`config.mk`:
```
export PLATFORM = sky130hd
export DESIGN_NAME = decoder_n_seq
export DESIGN_NICKNAME = d
export VERILOG_FILES = /design/src/rtl/decoder_n_seq.sv
export SDC_FILE = /design/constraint.sdc
export NUM_CORES = 1
export LEC_CHECK = 0
export CELL_PAD_IN_SITES_DETAIL_PLACEMENT = 0
export CELL_PAD_IN_SITES_GLOBAL_PLACEMENT = 1
export CORE_UTILIZATION = 30
export DETAILED_ROUTE_END_ITERATION = 10
export PLACE_DENSITY = 0.74
export SLEW_MARGIN = 15
export SYNTH_ARGS = -nofsm -noshare
export SYNTH_HDL_FRONTEND = slang
export SYNTH_SLANG_ARGS = --single-unit
```
`constraint.sdc`:
```
create_clock -name clk -period 2.1 [get_ports clk]
set_input_delay 0.42 -clock clk [delete_from_list [all_inputs] [get_ports clk]]
set_output_delay 0.42 -clock clk [all_outputs]
set_load 0.005 [all_outputs]
```
`src/rtl/decoder_n_seq.sv`:
```
// Sequenced one-hot decoder: holds a decoded index or scans it up/down with a wrap pulse.
// All outputs are registered; the clock enable freezes everything except the wrap pulse.
module decoder_n_seq #(
   parameter int SEL_W = 5
) (
   input  logic                    clk,
   input  logic                    rst_n,
   input  logic                    en,
   input  logic                    start,
   input  logic                    stop,
   input  logic [1:0]              mode,
   input  logic [SEL_W-1:0]        sel,
   output logic [(2**SEL_W)-1:0]   y,
   output logic [SEL_W-1:0]        idx,
   output logic                    busy,
   output logic                    wrap
);

   localparam int OUT_W = 2**SEL_W;

   typedef enum logic [1:0] {
      IDLE = 2'd0,
      HOLD = 2'd1,
      SCAN = 2'd2
   } state_t;

   state_t           state, state_nxt;
   logic             dir_down, dir_down_nxt;
   logic [SEL_W-1:0] idx_nxt;
   logic             wrap_nxt;

   always_comb begin
      // NOTE: every output of this block gets a default first, so no path can infer a latch.
      state_nxt    = state;
      dir_down_nxt = dir_down;
      idx_nxt      = idx;
      wrap_nxt     = 1'b0;
      if (stop) begin
         state_nxt = IDLE;
         idx_nxt   = '0;
      end else if (start) begin
         // A reload never steps and never pulses wrap, even at a boundary sel.
         state_nxt    = (mode == 2'b01 || mode == 2'b10) ? SCAN : HOLD;
         dir_down_nxt = (mode == 2'b10);
         idx_nxt      = sel;
      end else if (state == SCAN) begin
         if (dir_down) begin
            wrap_nxt = (idx == '0);
            idx_nxt  = idx - 1'b1;
         end else begin
            wrap_nxt = (idx == '1);
            idx_nxt  = idx + 1'b1;
         end
      end
   end

   always_ff @(posedge clk or negedge rst_n) begin
      // NOTE: sequential state uses non-blocking assignments so all registers update together.
      if (!rst_n) begin
         state    <= IDLE;
         dir_down <= 1'b0;
         idx      <= '0;
         y        <= '0;
         busy     <= 1'b0;
         wrap     <= 1'b0;
      end else if (en) begin
         state    <= state_nxt;
         dir_down <= dir_down_nxt;
         idx      <= idx_nxt;
         y        <= (state_nxt == IDLE) ? '0 : (OUT_W'(1) << idx_nxt);
         busy     <= (state_nxt != IDLE);
         wrap     <= wrap_nxt;
      end else begin
         wrap     <= 1'b0;
      end
   end

endmodule

```
Figure 1. Sequential cells grouped by signal name (run 1).
Drawn at 4 px/µm. Other sequential cells in the stronger grey, the rest of the logic in the fainter grey.
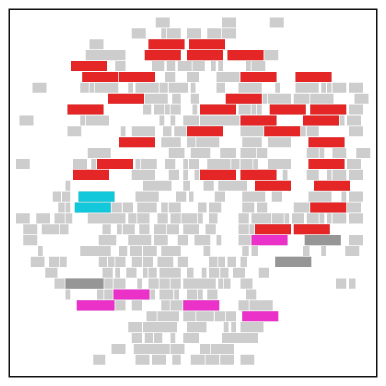
legend:
  state:
    colour: cyan
    sequential_cells: 2
  idx:
    colour: magenta
    sequential_cells: 5
    where: bottom centre
  y:
    colour: red
    sequential_cells: 32
not coloured: 3

Figure 2. Zoomed window (run 1).
Window x 56 to 81, y 56 to 81 µm. Cells in grey, sequential cells in the stronger grey; small squares are vias.
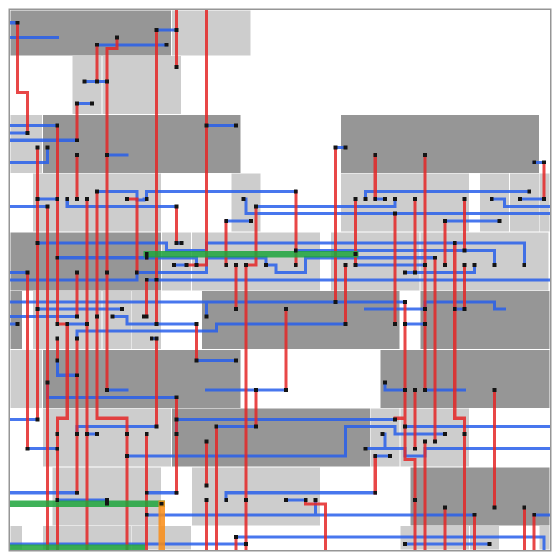
legend:
  met3:
    colour: green
  met2:
    colour: red
  met4:
    colour: orange
  met1:
    colour: blue
sequential cells in the window: 10
netlist names of flops here include: y (10)
most frequent: dfrtp_1 (10), inv_1 (8), o32ai_2 (6)
cells with their middle in the window: 30

==> run summary, run 1 <==
Results of the flow run.

The maximum number of pins on one net before global-route repair stands at 47. The first global-routing pass estimated ~11000 µm of wire. In the placement report, post-DP HPWL is listed as 4790 µm. The setup-violating endpoint count in the final report stands at 8. The clock tree has to reach 42 sinks.

The longest incremental delay of any stage on the critical path is reported as 0.47 ns. The tightest hold path in the finished design has a slack of 0.1756 ns. The combinational share of power stands at 34.4%. For the worst flop-to-flop path, the logic depth is 7. The number of non-clock buffers in the layout stands at 101. The worst register-to-register path begins at dir_down. Setup repair after global routing could not meet its margin everywhere.

The via count of the first global-routing pass stands at 2203. The total clock network power stands at 0.535 mW. Checking hold timing, the worst path is listed with class input pin to async pin. The register-to-register setup slack stands at -0.02 ns. The number of placement rows stands at 32. Looking at the reg2reg group, the worst path ends at y[21]. The total number of multi-input combinational cells stands at 140. The H-tree was split into 2 levels. The post-route fraction of the period consumed by the critical path stands at 101.2%. The count of different cell masters after synthesis stands at about 58. The critical path starts at dir_down.

The number of input and output port buffers inserted stands at 50. During synthesis, Yosys emitted a total of 0 warnings. The number of instances in the synthesized netlist stands at 235. By instance count, the leading cell after synthesis is sky130_fd_sc_hd__dfrtp_1.

The number of clock-tree buffers in the layout stands at 6. Per the cell usage report, the commonest logic cell in the layout is sky130_fd_sc_hd__clkdlybuf4s50_1. Internal power comes to roughly 1.4 mW.

By instance count after routing, the leading logic cell types are sky130_fd_sc_hd__clkdlybuf4s50_1, sky130_fd_sc_hd__buf_4, sky130_fd_sc_hd__dfrtp_1, sky130_fd_sc_hd__inv_1, sky130_fd_sc_hd__o32ai_2. The final sum of negative setup slack stands at -0.1022 ns. The skew report gives the latency at the later pin of the worst-skew pair as around 0.3 ns. In this run, the clock network consumes 24.8% of the power. The total count of max-transition violations in the final report stands at 0. Registers represent a cell area share of between 20% and 30%. The mapped netlist covers 2405 µm². The count of library flops with an enable pin stands at 0. The final report lists a non-filler cell total of about 430.

The design draws roughly 2.2 mW. The critical path in the final layout is reported with a setup slack of -0.02436 ns. The placement-stage cell area stands at approximately 3400 µm². Registers take 1054 µm².

At the end of routability-driven placement, the weighted congestion stood at 0.8826. Dividing the synthesized area by the synthesized cell count gives 10.23 µm². The area fraction of the dominant cell type after synthesis stands at 43.70%. Sorting the Yosys area breakdown by cell type puts at the top sky130_fd_sc_hd__dfrtp_1. All stages included, the depth of the critical timing path comes to 7. The starting density of the core stands at a little under a third. The footprint of the multi-input gates stands at 1373 µm².

The upper clock frequency limit stands at roughly 470 MHz. STA classifies the critical path endpoint as a flop. The run finished, with violations left.

The area fraction of clock buffers and clock inverters stands at 2.329%. The power consumed by combinational cells stands at 0.742 mW. The total setup buffers inserted after CTS stands at 4.

The layout net count stands at 344. The number of max-cap violations stands at 0. Counting the inverters off the clock network in the layout gives 37. The total cell area reported by yosys after synthesis stands at 2405 µm². After detailed routing, the average wire length per cell comes to around 16 µm. Among all flip-flop cells after synthesis, the most frequent one is sky130_fd_sc_hd__dfrtp_1.

The via total after detailed routing stands at 2152. Per STA, the worst path is made up of ha_4 -> a21o_1 -> a21oi_2 -> mux2_4 -> or3_4 -> buf_6 -> o32ai_2. According to the timing report, the data required time at the worst endpoint equals approximately 2.3 ns. The fraction of registers with async set or reset after synthesis stands at 100.0%. The count of pins on the block boundary stands at roughly 50. Cells fill roughly 48% of the core in the end. The checks that failed: setup timing. The number of warnings the tools reported stands at 29. Recorded from the global router log, the overflow total was 0. By area, combinational gates come first. The switching part of the total stands at about 33%. TritonCTS built the clock tree. For reference, the top cells by area after synthesis are sky130_fd_sc_hd__dfrtp_1, sky130_fd_sc_hd__o32ai_1, sky130_fd_sc_hd__o32ai_2, sky130_fd_sc_hd__inv_1, sky130_fd_sc_hd__nand2b_1. The tap cell count stands at about 100.
Figure 3. Routing congestion (run 1).
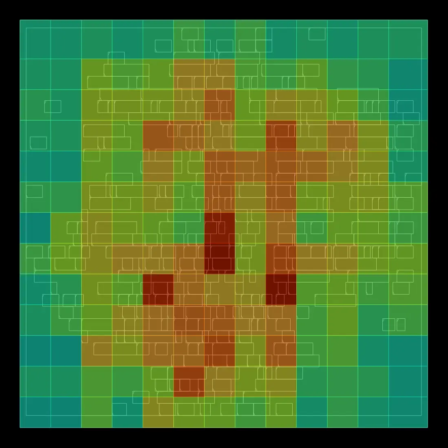
combined global-route utilization of all metal layers: 17.45%
met3 track demand over resource in global routing: 3.434%

==> run 1: per-layer routing <==
metal | track usage (%) | wire length [µm] | up-vias
met5 | 0 | 0 | -
met4 | 5.423 | 106 | 0
met3 | 3.434 | 279 | 12
met2 | 27.38 | 3178 | 54
met1 | 24.13 | 3222 | 1050
li1 | - | - | 1036
==> run 1: cells by family (layout without fill, tap and decap cells) <==
kind of cell / count (synthesis) / after routing / synth area share, %
compound gates: 65 / 65 / 25.86
simple gates: 64 / 64 / 15.71
buf+inv: 53 / 146 / 9.521
flops: 42 / 42 / 43.70
fa+ha+maj: 5 / 5 / 2.914
xor+xnor: 5 / 5 / 1.821
mux: 1 / 1 / 0.4682
==> run 1: registers in the layout (all words and copies together), names as in the netlist <==
name and flops:
busy 1, dir_down 1, idx 5, state 2, wrap 1, y 32
==> inputs of run 2 (changes only) <==
--- a/config.mk
+++ b/config.mk
@@ -9,6 +9,7 @@
 export CELL_PAD_IN_SITES_GLOBAL_PLACEMENT = 1
 export CORE_UTILIZATION = 30
 export DETAILED_ROUTE_END_ITERATION = 10
+export HOLD_SLACK_MARGIN = 0.06
 export PLACE_DENSITY = 0.74
 export SLEW_MARGIN = 15
 export SYNTH_ARGS = -nofsm -noshare
Figure 4. Zoomed window (run 2).
Window x 56 to 81, y 56 to 81 µm. Cells in grey, sequential cells in the stronger grey; small squares are vias.
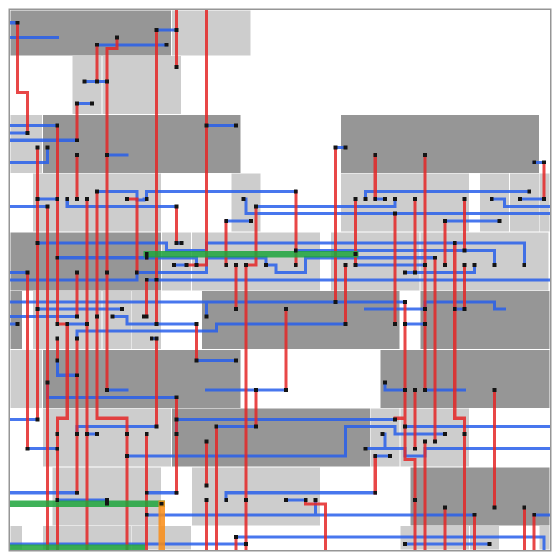

==> run 2 against run 1 <==
Against the previous run: the run still ends with setup timing left; setup slack stayed put; clock skew stayed put; total power unchanged; utilization is the same; area after synthesis unchanged; clock-buffer cell count did not move; combinational power barely moved; critical endpoint unchanged; largest power group unchanged.
==> run summary, run 2 <==
Results of the flow run.

The run finished, with violations left. The final reports fail on setup timing. The total count of max-transition violations in the final report was 0 (unchanged).

The area fraction of the dominant cell type after synthesis was 43.70% (unchanged). The flip-flop count of the largest register after layout stands at 32 (unchanged). The number of warnings the tools reported came to 29 (unchanged). The count of library flops with an enable pin stands at 0 (unchanged). The register-to-register setup slack stands at -0.02 ns (about the same). The clock insertion delay at the later pin of the skew report stands at 0.30 ns (about the same). The highest layer touched by signal routing is met4. The count of pins on the block boundary is 51 (unchanged). The layout net count was 344 (unchanged).

The highest cell delay on the worst timing path stands at 0.47 ns (about the same). The registers reported with the highest flop counts are y x32, idx x5, state x2. The library cells used most frequently in the layout, excluding fill and tap cells, are sky130_fd_sc_hd__clkdlybuf4s50_1, sky130_fd_sc_hd__buf_4, sky130_fd_sc_hd__dfrtp_1, sky130_fd_sc_hd__inv_1, sky130_fd_sc_hd__o32ai_2. The total cell area reported by yosys after synthesis was 2405 µm² (unchanged).

The fraction of registers with async set or reset after synthesis stands at 100.0% (unchanged). The first-pass GRT wire length stands at 11370 µm (unchanged). The maximum number of pins on one net before global-route repair was 47 (unchanged). Looking at the reg2reg group, the worst path starts from dir_down. The critical path goes through ha_4 -> a21o_1 -> a21oi_2 -> mux2_4 -> or3_4 -> buf_6 -> o32ai_2. After synthesis, the cell types taking the most area are sky130_fd_sc_hd__dfrtp_1, sky130_fd_sc_hd__o32ai_1, sky130_fd_sc_hd__o32ai_2, sky130_fd_sc_hd__inv_1, sky130_fd_sc_hd__nand2b_1. The met2 usage stands at 27.38% (unchanged). Per the timing report, the most critical flop-to-flop path finishes at y[21]. Leaving out fill and tap cells, the most frequent cell in the layout is sky130_fd_sc_hd__clkdlybuf4s50_1. The post-route worst setup slack stands at -0.02436 ns (unchanged). The starting density of the core stands at 31.12% (unchanged). The sum of internal, switching and leakage power was 2.157 mW (unchanged). The setup-violating endpoint count in the final report stands at 8 (unchanged).

The total setup buffers inserted after CTS came to 4 (unchanged). The level count of the clock H-tree stands at 2 (unchanged). Tracing the worst setup path back leads to its startpoint at dir_down. The count of different cell masters after synthesis is 58 (unchanged). The power consumed by combinational cells stands at 0.742 mW (about the same).

The switching part of the total stands at 33.12% (unchanged).
run 2: cell families (layout without fill, tap and decap cells):
| logic type | Yosys count | after routing | share of synthesized area, % |
|---|---|---|---|
| AND-OR/OR-AND | 65 | 65 | 25.86 |
| AND/OR/NAND/NOR | 64 | 64 | 15.71 |
| buffers and inverters | 53 | 146 | 9.521 |
| flip-flops | 42 | 42 | 43.70 |
| adder cells (fa/ha/maj) | 5 | 5 | 2.914 |
| XOR/XNOR | 5 | 5 | 1.821 |
| multiplexers | 1 | 1 | 0.4682 |
run 2: final cells by class:
cell class,instances,area (µm²),area share [%]
multi-input cells,140,1373,37.02
flip-flops and latches,42,1054,28.42
repair buffers,101,928.4,25.04
inverters,37,138.9,3.746
well taps,102,127.6,3.442
clock buffers,6,72.57,1.957
clock inverters,2,13.76,0.3712
Figure 5. Routing congestion (run 2).
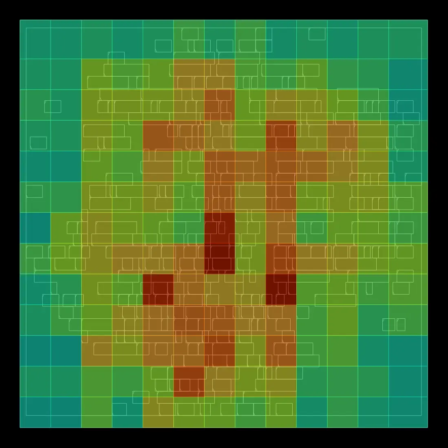

==> inputs of run 3 (changes only) <==
--- a/config.mk
+++ b/config.mk
@@ -10,7 +10,7 @@
 export CORE_UTILIZATION = 30
 export DETAILED_ROUTE_END_ITERATION = 10
 export HOLD_SLACK_MARGIN = 0.06
-export PLACE_DENSITY = 0.74
+export PLACE_DENSITY = 0.72
 export SLEW_MARGIN = 15
 export SYNTH_ARGS = -nofsm -noshare
 export SYNTH_HDL_FRONTEND = slang
==> constraint.sdc (replaced) <==
create_clock -name clk -period 2.3 [get_ports clk]
set_input_delay 0.46 -clock clk [delete_from_list [all_inputs] [get_ports clk]]
set_output_delay 0.46 -clock clk [all_outputs]
set_load 0.005 [all_outputs]
Figure 6. Routing congestion (run 3).
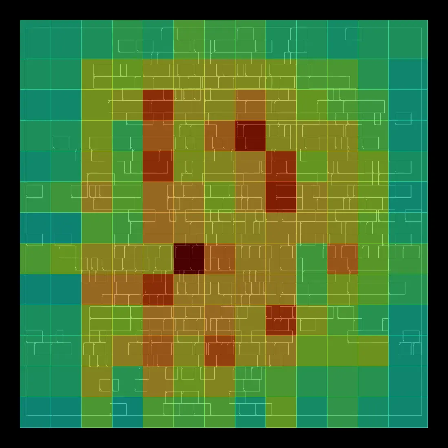
met1 track demand over resource: 23.65%
grt peak-use layer: met2
fraction of the core area covered by cells at the end of the flow: 45.11%
met3 track demand over resource in global routing: 3.685%

==> run 3 against run 2 <==
Against the previous run: the flow now finishes without violations; register-to-register slack gained 0.05 ns; synthesized cell count unchanged; combinational power shrank 24%; final cell count shrank 2.8%; total power is 14% lower; clock-buffer cell count fell by 1; fmax is 6.7% lower; hold slack gained 0.045 ns; critical endpoint is now y[7].
==> run summary, run 3 <==
Results of the flow run.

The area fraction in xor and xnor cells is 1.821% (unchanged). The highest cell delay on the worst timing path was 0.45 ns (-0.02 ns). The clock insertion delay at the later pin of the skew report stands at 0.30 ns (about the same). The power consumed by combinational cells stands at 0.565 mW (-24%). The first-pass GRT wire length is 10890 µm (-4.2%).

The core region is 7727 µm². The count of instantiated cells in the yosys netlist stands at between 200 and 250. In the final layout, the registers with the most flip-flops are y x32, idx x5, state x2. The total number of multi-input combinational cells stands at 140 (unchanged). The level count of the clock H-tree stands at 2 (unchanged).

The critical path goes through ha_1 -> a21o_1 -> a21oi_2 -> mux2_4 -> or3_4 -> o41ai_4. The number of clock-tree buffers in the layout came to 5 (-1). The met2 usage was 25.13% (-2.3 points). STA classifies the critical path startpoint as a flop.

The number of sinks driven by the clock tree stands at about 42. The global-route congestion overflow total stands at 0. According to the timing report, the critical path is launched from dir_down. Looking at the reg2reg group, the worst path ends at y[7]. Post-synth the commonest register cell is sky130_fd_sc_hd__dfrtp_1.

Headroom to the max-slew limit came out at 63.71%. The area taken by flip-flops and latches is 1051 µm² (-0.24%). The count of library flops with an enable pin stands at 0 (unchanged). The longest clock path from root to sink contains 2 buffers. The synthesis log from Yosys contains 0 warnings. The sum of internal, switching and leakage power was 1.859 mW (-14%). The tap cell count stands at 102 (unchanged). The post-route worst setup slack is 0.02200 ns (+0.04636 ns). The total count of max-transition violations in the final report came to 0 (unchanged). The layout net count stands at 332 (-3.5%). The total setup buffers inserted after CTS was 2 (-2). The and-or/or-and share of the synthesized area stands at 25.86% (unchanged). Per the cell usage report, the commonest logic cells after layout are sky130_fd_sc_hd__clkdlybuf4s50_1, sky130_fd_sc_hd__dfrtp_1, sky130_fd_sc_hd__buf_4, sky130_fd_sc_hd__inv_1, sky130_fd_sc_hd__o32ai_2. For reference, the most critical setup path is categorized as flop to flop. For the worst flop-to-flop path, the logic depth is 6. The maximum number of pins on one net before global-route repair is 47 (unchanged). The flop share of the area stands at 30.15% (+1.7 points). The register-to-register setup slack came to 0.02 ns (+0.05 ns). The met1 wire length stands at 3287 µm. The total cell area reported by yosys after synthesis stands at 2405 µm² (unchanged). The combinational fraction of the cell area stands at 36.18% (-0.84 points).

The run finished with clean final reports. The top cell type in the final layout, fill and taps aside, is sky130_fd_sc_hd__clkdlybuf4s50_1. Broken down by cell family, the worst path's largest delay share belongs to AND-OR/OR-AND gates. The footprint of the multi-input gates stands at 1261 µm² (-8.1%).

The starting density of the core is 31.12% (unchanged). The number of warnings the tools reported was 27 (-6.9%). Among the non-sequential cells, AND-OR/OR-AND gates take the most area. The sequential cell count was 42 (unchanged). The fraction of cell area in non-clock buffers stands at 23.44% (-1.6 points). In the final layout, the share of cells above drive strength 1 is 28.80%. Yosys attributes the largest share of cell area to sky130_fd_sc_hd__dfrtp_1, sky130_fd_sc_hd__o32ai_1, sky130_fd_sc_hd__o32ai_2, sky130_fd_sc_hd__inv_1, sky130_fd_sc_hd__nand2b_1. Summed over all nets, wire length on met3 after detailed routing comes to 301 µm. The area fraction of clock buffers and clock inverters came to 2.584% (+0.26 points). The inverter count of the layout excluding clock inverters was 37 (unchanged). The switching part of the total stands at 33.11% (about the same). The via total after detailed routing stands at 2162.

The proportion of synthesized area in mux cells stands at 0.4683% (unchanged). In this run the top signal layer used is met4. The cell total after placement stands at 408. Per the power-grid run, VDD falls by no more than 0.0002722 V. The critical path ends at y[7].

The setup-violating endpoint count in the final report stands at 0 (-8). The fraction of registers with async set or reset after synthesis stands at 100.0% (unchanged). The residual DRC count stands at 0. The count of pins on the block boundary stands at 51 (unchanged).

The number of non-clock buffers in the layout stands at 89 (-12%). The area fraction of the dominant cell type after synthesis stands at 43.70% (unchanged). The simple-gate share of the synthesized area was 15.71% (unchanged). y holds more flip-flops than any other register. Ranked by total area, the top cell class in this layout is combinational gates. The count of nets left with antenna violations once routing finished came out at 0.

The count of different cell masters after synthesis is 58 (unchanged). The adder-cell share of the synthesized area stands at 2.914% (unchanged). In this run the critical register-to-register path is launched from dir_down. The flip-flop count of the largest register after layout was 32 (unchanged).
[run 3: netlist changes by cell type in the layout (fill, tap and decap cells not counted), moves of 2 or more]
cell	delta
sky130_fd_sc_hd__buf_4	-6
sky130_fd_sc_hd__buf_6	-6
sky130_fd_sc_hd__dfrtp_1	+2
sky130_fd_sc_hd__dfrtp_2	-2
sky130_fd_sc_hd__ha_1	+2
sky130_fd_sc_hd__ha_4	-2
sky130_fd_sc_hd__nand2b_1	+2
sky130_fd_sc_hd__nand2b_4	-2
sky130_fd_sc_hd__or3_1	+2
sky130_fd_sc_hd__or3_4	-2
Power and IR drop assume default switching activity.
